File: config.mk
export PLATFORM = sky130hd
export DESIGN_NAME = vec_stage_sequencer
export DESIGN_NICKNAME = d
export VERILOG_FILES = /design/src/rtl/vec_seq_pkg.sv /design/src/rtl/credit_counter.sv /design/src/rtl/vec_stage_sequencer.sv
export SDC_FILE = /design/constraint.sdc
export NUM_CORES = 1
export LEC_CHECK = 0
export CORE_MARGIN = 5
export CORE_UTILIZATION = 41
export CTS_CLUSTER_DIAMETER = 80
export DETAILED_ROUTE_END_ITERATION = 12
export GPL_TIMING_DRIVEN = 0
export HOLD_SLACK_MARGIN = 0.06
export SYNTH_ARGS = -nofsm -noshare
export SYNTH_HDL_FRONTEND = slang
export SYNTH_SLANG_ARGS = --single-unit
File: constraint.sdc
create_clock -name clk_in -period 5.4 [get_ports clk_in]
set_input_delay 0.54 -clock clk_in [delete_from_list [all_inputs] [get_ports clk_in]]
set_output_delay 0.54 -clock clk_in [all_outputs]
set_load 0.03 [all_outputs]
File: src/rtl/vec_seq_pkg.sv
// Shared types and helpers for the vector stage sequencer.
// Holds the FSM state encoding, the error flag bit positions and the chunk count helper.
package vec_seq_pkg;

  typedef enum logic [1:0] {IDLE, RUN, DRAIN} seq_state_t;

  localparam int ErrInOvf   = 0;
  localparam int ErrOutUnf  = 1;
  localparam int ErrProto   = 2;
  localparam int ErrTimeout = 3;

  function automatic int chunks_per_vec(input int vec_elements, input int bytes_per_chunk);
    return vec_elements / bytes_per_chunk;
  endfunction

endpackage

File: src/rtl/credit_counter.sv
// Saturating credit counter with a small signed step per cycle.
// Same-cycle increments and decrements net against each other before the saturation check.
module credit_counter #(
  parameter int Max      = 2,
  parameter int ResetVal = 0,
  parameter int W        = $clog2(Max + 1)
) (
  input  logic         clk_sys,
  input  logic         rst_b,
  input  logic [1:0]   inc,
  input  logic [1:0]   dec,
  output logic [W-1:0] count,
  output logic         overflow,
  output logic         underflow
);

  int sum;

  always_comb begin
    sum       = int'(count) + int'(inc) - int'(dec);
    overflow  = (sum > Max);
    underflow = (sum < 0);
  end

  always_ff @(posedge clk_sys) begin
    if (!rst_b) begin
      count <= W'(ResetVal);
    end else if (overflow) begin
      count <= W'(Max);
    end else if (underflow) begin
      count <= '0;
    end else begin
      count <= W'(sum);
    end
  end

endmodule

File: src/rtl/vec_stage_sequencer.sv
// Sequences one chunked vector stage between an input and an output vector FIFO.
// state | meaning
// IDLE  | waiting for a whole input vector, a free output slot and en_in
// RUN   | stage reads and writes the vector's chunks
// DRAIN | all chunks moved, waiting for the stage's vector valid
module vec_stage_sequencer import vec_seq_pkg::*; #(
  parameter int VecElements    = 8,
  parameter int BytesPerChunk  = 4,
  parameter int InDepth        = 2,
  parameter int OutDepth       = 2,
  parameter int WatchdogCycles = 256
) (
  input  logic                          clk_in,
  input  logic                          rst_in,
  input  logic                          en_in,
  input  logic                          in_wr_vec_done,
  input  logic                          out_rd_vec_done,
  input  logic                          stage_req_chunk_in,
  input  logic                          stage_req_chunk_out,
  input  logic                          stage_vec_valid,
  output logic                          stage_data_ready,
  output logic [$clog2(InDepth+1)-1:0]  in_vecs_avail,
  output logic [$clog2(OutDepth+1)-1:0] out_space_avail,
  output logic                          busy,
  output logic [15:0]                   vecs_done,
  output logic [3:0]                    err_flags
);

  localparam int ChunksPerVec = chunks_per_vec(VecElements, BytesPerChunk);
  localparam int CntW = $clog2(ChunksPerVec + 1);
  localparam int WdW  = $clog2(WatchdogCycles + 1);
  localparam logic [CntW-1:0] CpvCnt = CntW'(ChunksPerVec);
  localparam logic [WdW-1:0]  WdLoad = WdW'(WatchdogCycles - 1);

  seq_state_t      state;
  logic [CntW-1:0] rd_cnt, wr_cnt, rd_nxt, wr_nxt;
  logic [WdW-1:0]  wd_cnt;
  logic            start, rd_ok, wr_ok, rd_last, retire, timeout, to_drain;
  logic            in_ovf, in_unf, out_ovf, out_unf;
  logic [3:0]      err_set;

  always_comb begin
    start    = (state == IDLE) && en_in && (in_vecs_avail != '0) && (out_space_avail != '0);
    rd_ok    = (state == RUN) && stage_req_chunk_in && (rd_cnt != CpvCnt);
    wr_ok    = (state == RUN) && stage_req_chunk_out && (wr_cnt != CpvCnt);
    rd_nxt   = rd_cnt + CntW'(rd_ok);
    wr_nxt   = wr_cnt + CntW'(wr_ok);
    rd_last  = rd_ok && (rd_nxt == CpvCnt);
    retire   = (state == DRAIN) && stage_vec_valid;
    // A vector that completes on the watchdog's last cycle still counts as retired.
    timeout  = (state != IDLE) && (wd_cnt == '0) && !retire;
    to_drain = (state == RUN) && (rd_nxt == CpvCnt) && (wr_nxt == CpvCnt);

    err_set             = '0;
    err_set[ErrInOvf]   = in_ovf | in_unf;
    err_set[ErrOutUnf]  = out_ovf | out_unf;
    err_set[ErrProto]   = (stage_req_chunk_in && !rd_ok) || (stage_req_chunk_out && !wr_ok) ||
                          (stage_vec_valid && (state != DRAIN));
    err_set[ErrTimeout] = timeout;
  end

  credit_counter #(.Max(InDepth), .ResetVal(0)) u_in_credits (
    .clk_sys   (clk_in),
    .rst_b     (rst_in),
    .inc       ({1'b0, in_wr_vec_done}),
    .dec       ({1'b0, rd_last}),
    .count     (in_vecs_avail),
    .overflow  (in_ovf),
    .underflow (in_unf)
  );

  // A timed-out vector hands its reserved output slot back.
  credit_counter #(.Max(OutDepth), .ResetVal(OutDepth)) u_out_credits (
    .clk_sys   (clk_in),
    .rst_b     (rst_in),
    .inc       ({1'b0, out_rd_vec_done} + {1'b0, timeout}),
    .dec       ({1'b0, start}),
    .count     (out_space_avail),
    .overflow  (out_ovf),
    .underflow (out_unf)
  );

  always_ff @(posedge clk_in) begin
    if (!rst_in) begin
      state            <= IDLE;
      stage_data_ready <= 1'b0;
      rd_cnt           <= '0;
      wr_cnt           <= '0;
      wd_cnt           <= '0;
      busy             <= 1'b0;
      vecs_done        <= '0;
      err_flags        <= '0;
    end else begin
      err_flags <= err_flags | err_set;
      if (state == IDLE) begin
        stage_data_ready <= 1'b0;
        if (start) begin
          state  <= RUN;
          busy   <= 1'b1;
          rd_cnt <= '0;
          wr_cnt <= '0;
          wd_cnt <= WdLoad;
        end
      end else if (timeout) begin
        state            <= IDLE;
        busy             <= 1'b0;
        stage_data_ready <= 1'b0;
      end else if (retire) begin
        state     <= IDLE;
        busy      <= 1'b0;
        vecs_done <= vecs_done + 16'd1;
      end else begin
        wd_cnt           <= wd_cnt - WdW'(1);
        rd_cnt           <= rd_nxt;
        wr_cnt           <= wr_nxt;
        stage_data_ready <= (state == RUN) && (rd_nxt != CpvCnt);
        if (to_drain) state <= DRAIN;
      end
    end
  end

endmodule
==> images/clock_map.png <==
Scale bar: 20 µm.
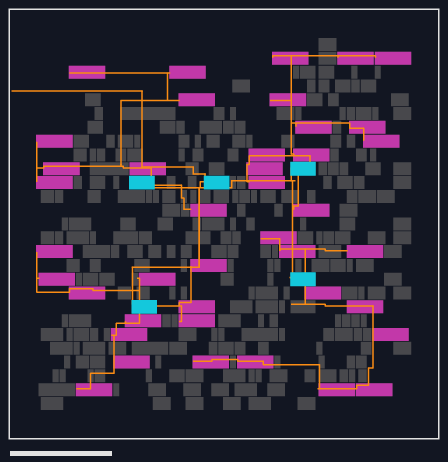
Key: orange = clock wires [length 541 µm]; cyan = cells driving clock nets [count 5]; magenta = flip-flops [count 41]
Position of the flops: all over the die.
part of the power in the clock network: 22.7%
clk latency late pin: 0.30 ns
Clock Skews: 0.00455 ns

==> images/registers.png <==
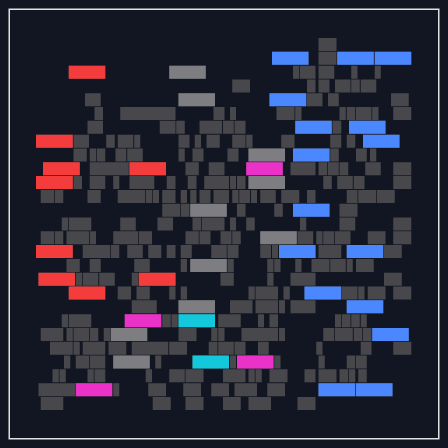
Key: magenta = err_flags [sequential cells 4]; red = wd_cnt [sequential cells 9]; blue = vecs_done [sequential cells 16]; cyan = u_in_credits.count [sequential cells 2]
Another 10 sequential cells are not colored.

==> images/cell_classes.png <==
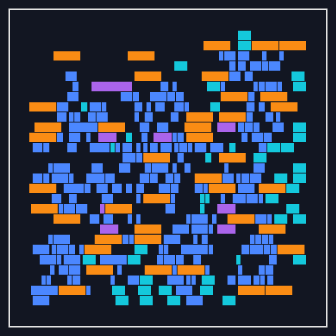
Key: purple = clock drivers and dummy loads [cells 8, share of their area 4.3%]; orange = flip-flops [cells 41, share of their area 30%]; blue = all other logic [cells 205, share of their area 52%]; cyan = other buffers and delay cells [cells 43, share of their area 14%]

==> summary.txt <==
Implementation results are summarized by area below.

Final layout
The final cell utilization of the core is 51.5%. In the final layout, flip-flops and latches take up 29.3% of the cell area. The buffer share of cell area is 13.4%. The fraction of final cell area spent on clock buffers and inverters in this run is 4.15%.

Per the cell usage report, the commonest logic cell in the layout is dfxtp_1. The post-route cell area is 2800 µm². The count of cells in the finished layout, fillers not included, comes to 369.

The net total in the final layout is 324. The number of clock buffers in the layout is 7. The flip-flop count of the largest register, all copies and words added is 16. The area taken by sequential standard cells is reported as 821 µm².

Drt
In the detailed route, the total length drawn on met3 is 257 µm. The vias per cell is 5.22. The detailed router put a total of 2280 µm of wire on met1.

The number of remaining DRC errors is 0. In this run the remaining antenna-violating nets after routing total 0.

Power
Internal power comes to 0.705 mW. The power dissipated in combinational cells is 0.454 mW. The worst VDD IR drop from the latest analysis is 0.000411 V. Per report_power, the sequential group accounts for 36.9% of the total. The power attributed to sequential cells is 0.416 mW.

The leakage power total is 1.14 nW. The script extracted a net switching power of 0.421 mW. The power density normalized to cell area is 402 nW/µm². The switching share of power is 37.4%. Of all power groups, the one with the highest power is combinational logic. Power attributed to the clock group is 0.256 mW.

Global routing
The number of antenna violations at the first check in global routing is 0. In this run the most used layer during global routing was met2. The wire length of the first global-routing pass is 8490 µm. The met2 layer usage reported by global route is 24.9%. The via count of the first global-routing pass came to 1,834. The met1 track demand over resource is 18.3%.

STA
The worst slew margin relative to its limit is 59.8%. Per the final report, max-transition violations number 0. The final worst-path setup slack is 2.26 ns. Setup repair after global routing left no endpoint under its margin. The final setup violation count is 0. Per the final timing report, the hold violations number 0. The final critical delay including setup and external delays is 3.14 ns. The actual transition at the worst max-transition pin is 0.603 ns.

Worst setup path
On the worst path, the slowest cell contributes a delay of 0.45 ns. The cell family contributing the most delay on the critical path is adder cells. The launch instance of the worst register-to-register path is state[0]$_SDFFE_PN0P_. On the critical path, the stage with the largest delay is an instance of fa_1. The cell with the most instances on the worst path is ha_1. Listed in order, past its start point the critical path passes clkbuf_1 > nor2b_1 > nand3_1 > inv_1 > ha_1 > xor2_1 > nand2b_1 > nor2_1 > ha_1 > fa_1 > a31o_2 > a31oi_1. The worst setup path is launched from a register. According to the timing report, the critical path is captured at err_flags[0]$_SDFF_PN0_. Counting cells, the worst reg-to-reg path comes to 12. The capturing element type of the critical path is a register. The path type of the worst setup path is reg -> reg. The top fanout value on the critical path is 10.

Run
The number of OpenROAD warnings is 32. The number of max-capacitance violations reported is 0.

Logic synthesis
The post-synthesis cell type with the largest combined area is dfxtp_1. Of the post-synthesis cell area, the part taken by muxes is 1.33%. The xor-xnor portion of the synthesized cell area is 5.03%. The cell count after synthesis came out at 256.

The dominant combinational cell family by area after synthesis is simple AND/OR/NAND/NOR gates. The share of the Yosys chip area taken by registers is 36.2%. The number of nets in the synthesized netlist is 284.

The area of the mapped netlist is 2260 µm². A synthesized cell averages 8.85 µm². Synthesis instantiated 50 different standard cells from the library. Synthesis inferred 41 register bits. Yosys mapped a number of flops with a built-in enable equal to 0.

Of the post-synthesis cell area, the dominant cell type holds 36.2%. The share of synthesized registers carrying an async set or reset is 0%.

Floorplan
The total area inside the core boundary comes to 5440 µm². The inserted tap cell count is 72. The I/O pin total is 34.

The die span in y is 84.3 µm. The number of core rows is 27. The chip occupies 7110 µm².

Placed design
The placed wire-length estimate after detailed placement is 3750 µm. OpenSTA, run right after detailed placement, puts the worst setup slack at 1.98 ns. The routability congestion estimate is 0.831.

Buffers placed on the I/O ports in this run total 33.

Status
The flow ran to the end, and the final reports show no timing, DRC or antenna violations.

Clock network
The clock transition time at the flip-flop clock pins of the worst setup and hold paths is 0.08 ns. TritonCTS built the clock tree. The number of CTS-inserted buffers is 5. The post-cts hold-fix buffer tally is 0.

Min path
The tightest min-delay check is of the reg -> reg type.
Power is estimated from default activity; no workload was simulated.
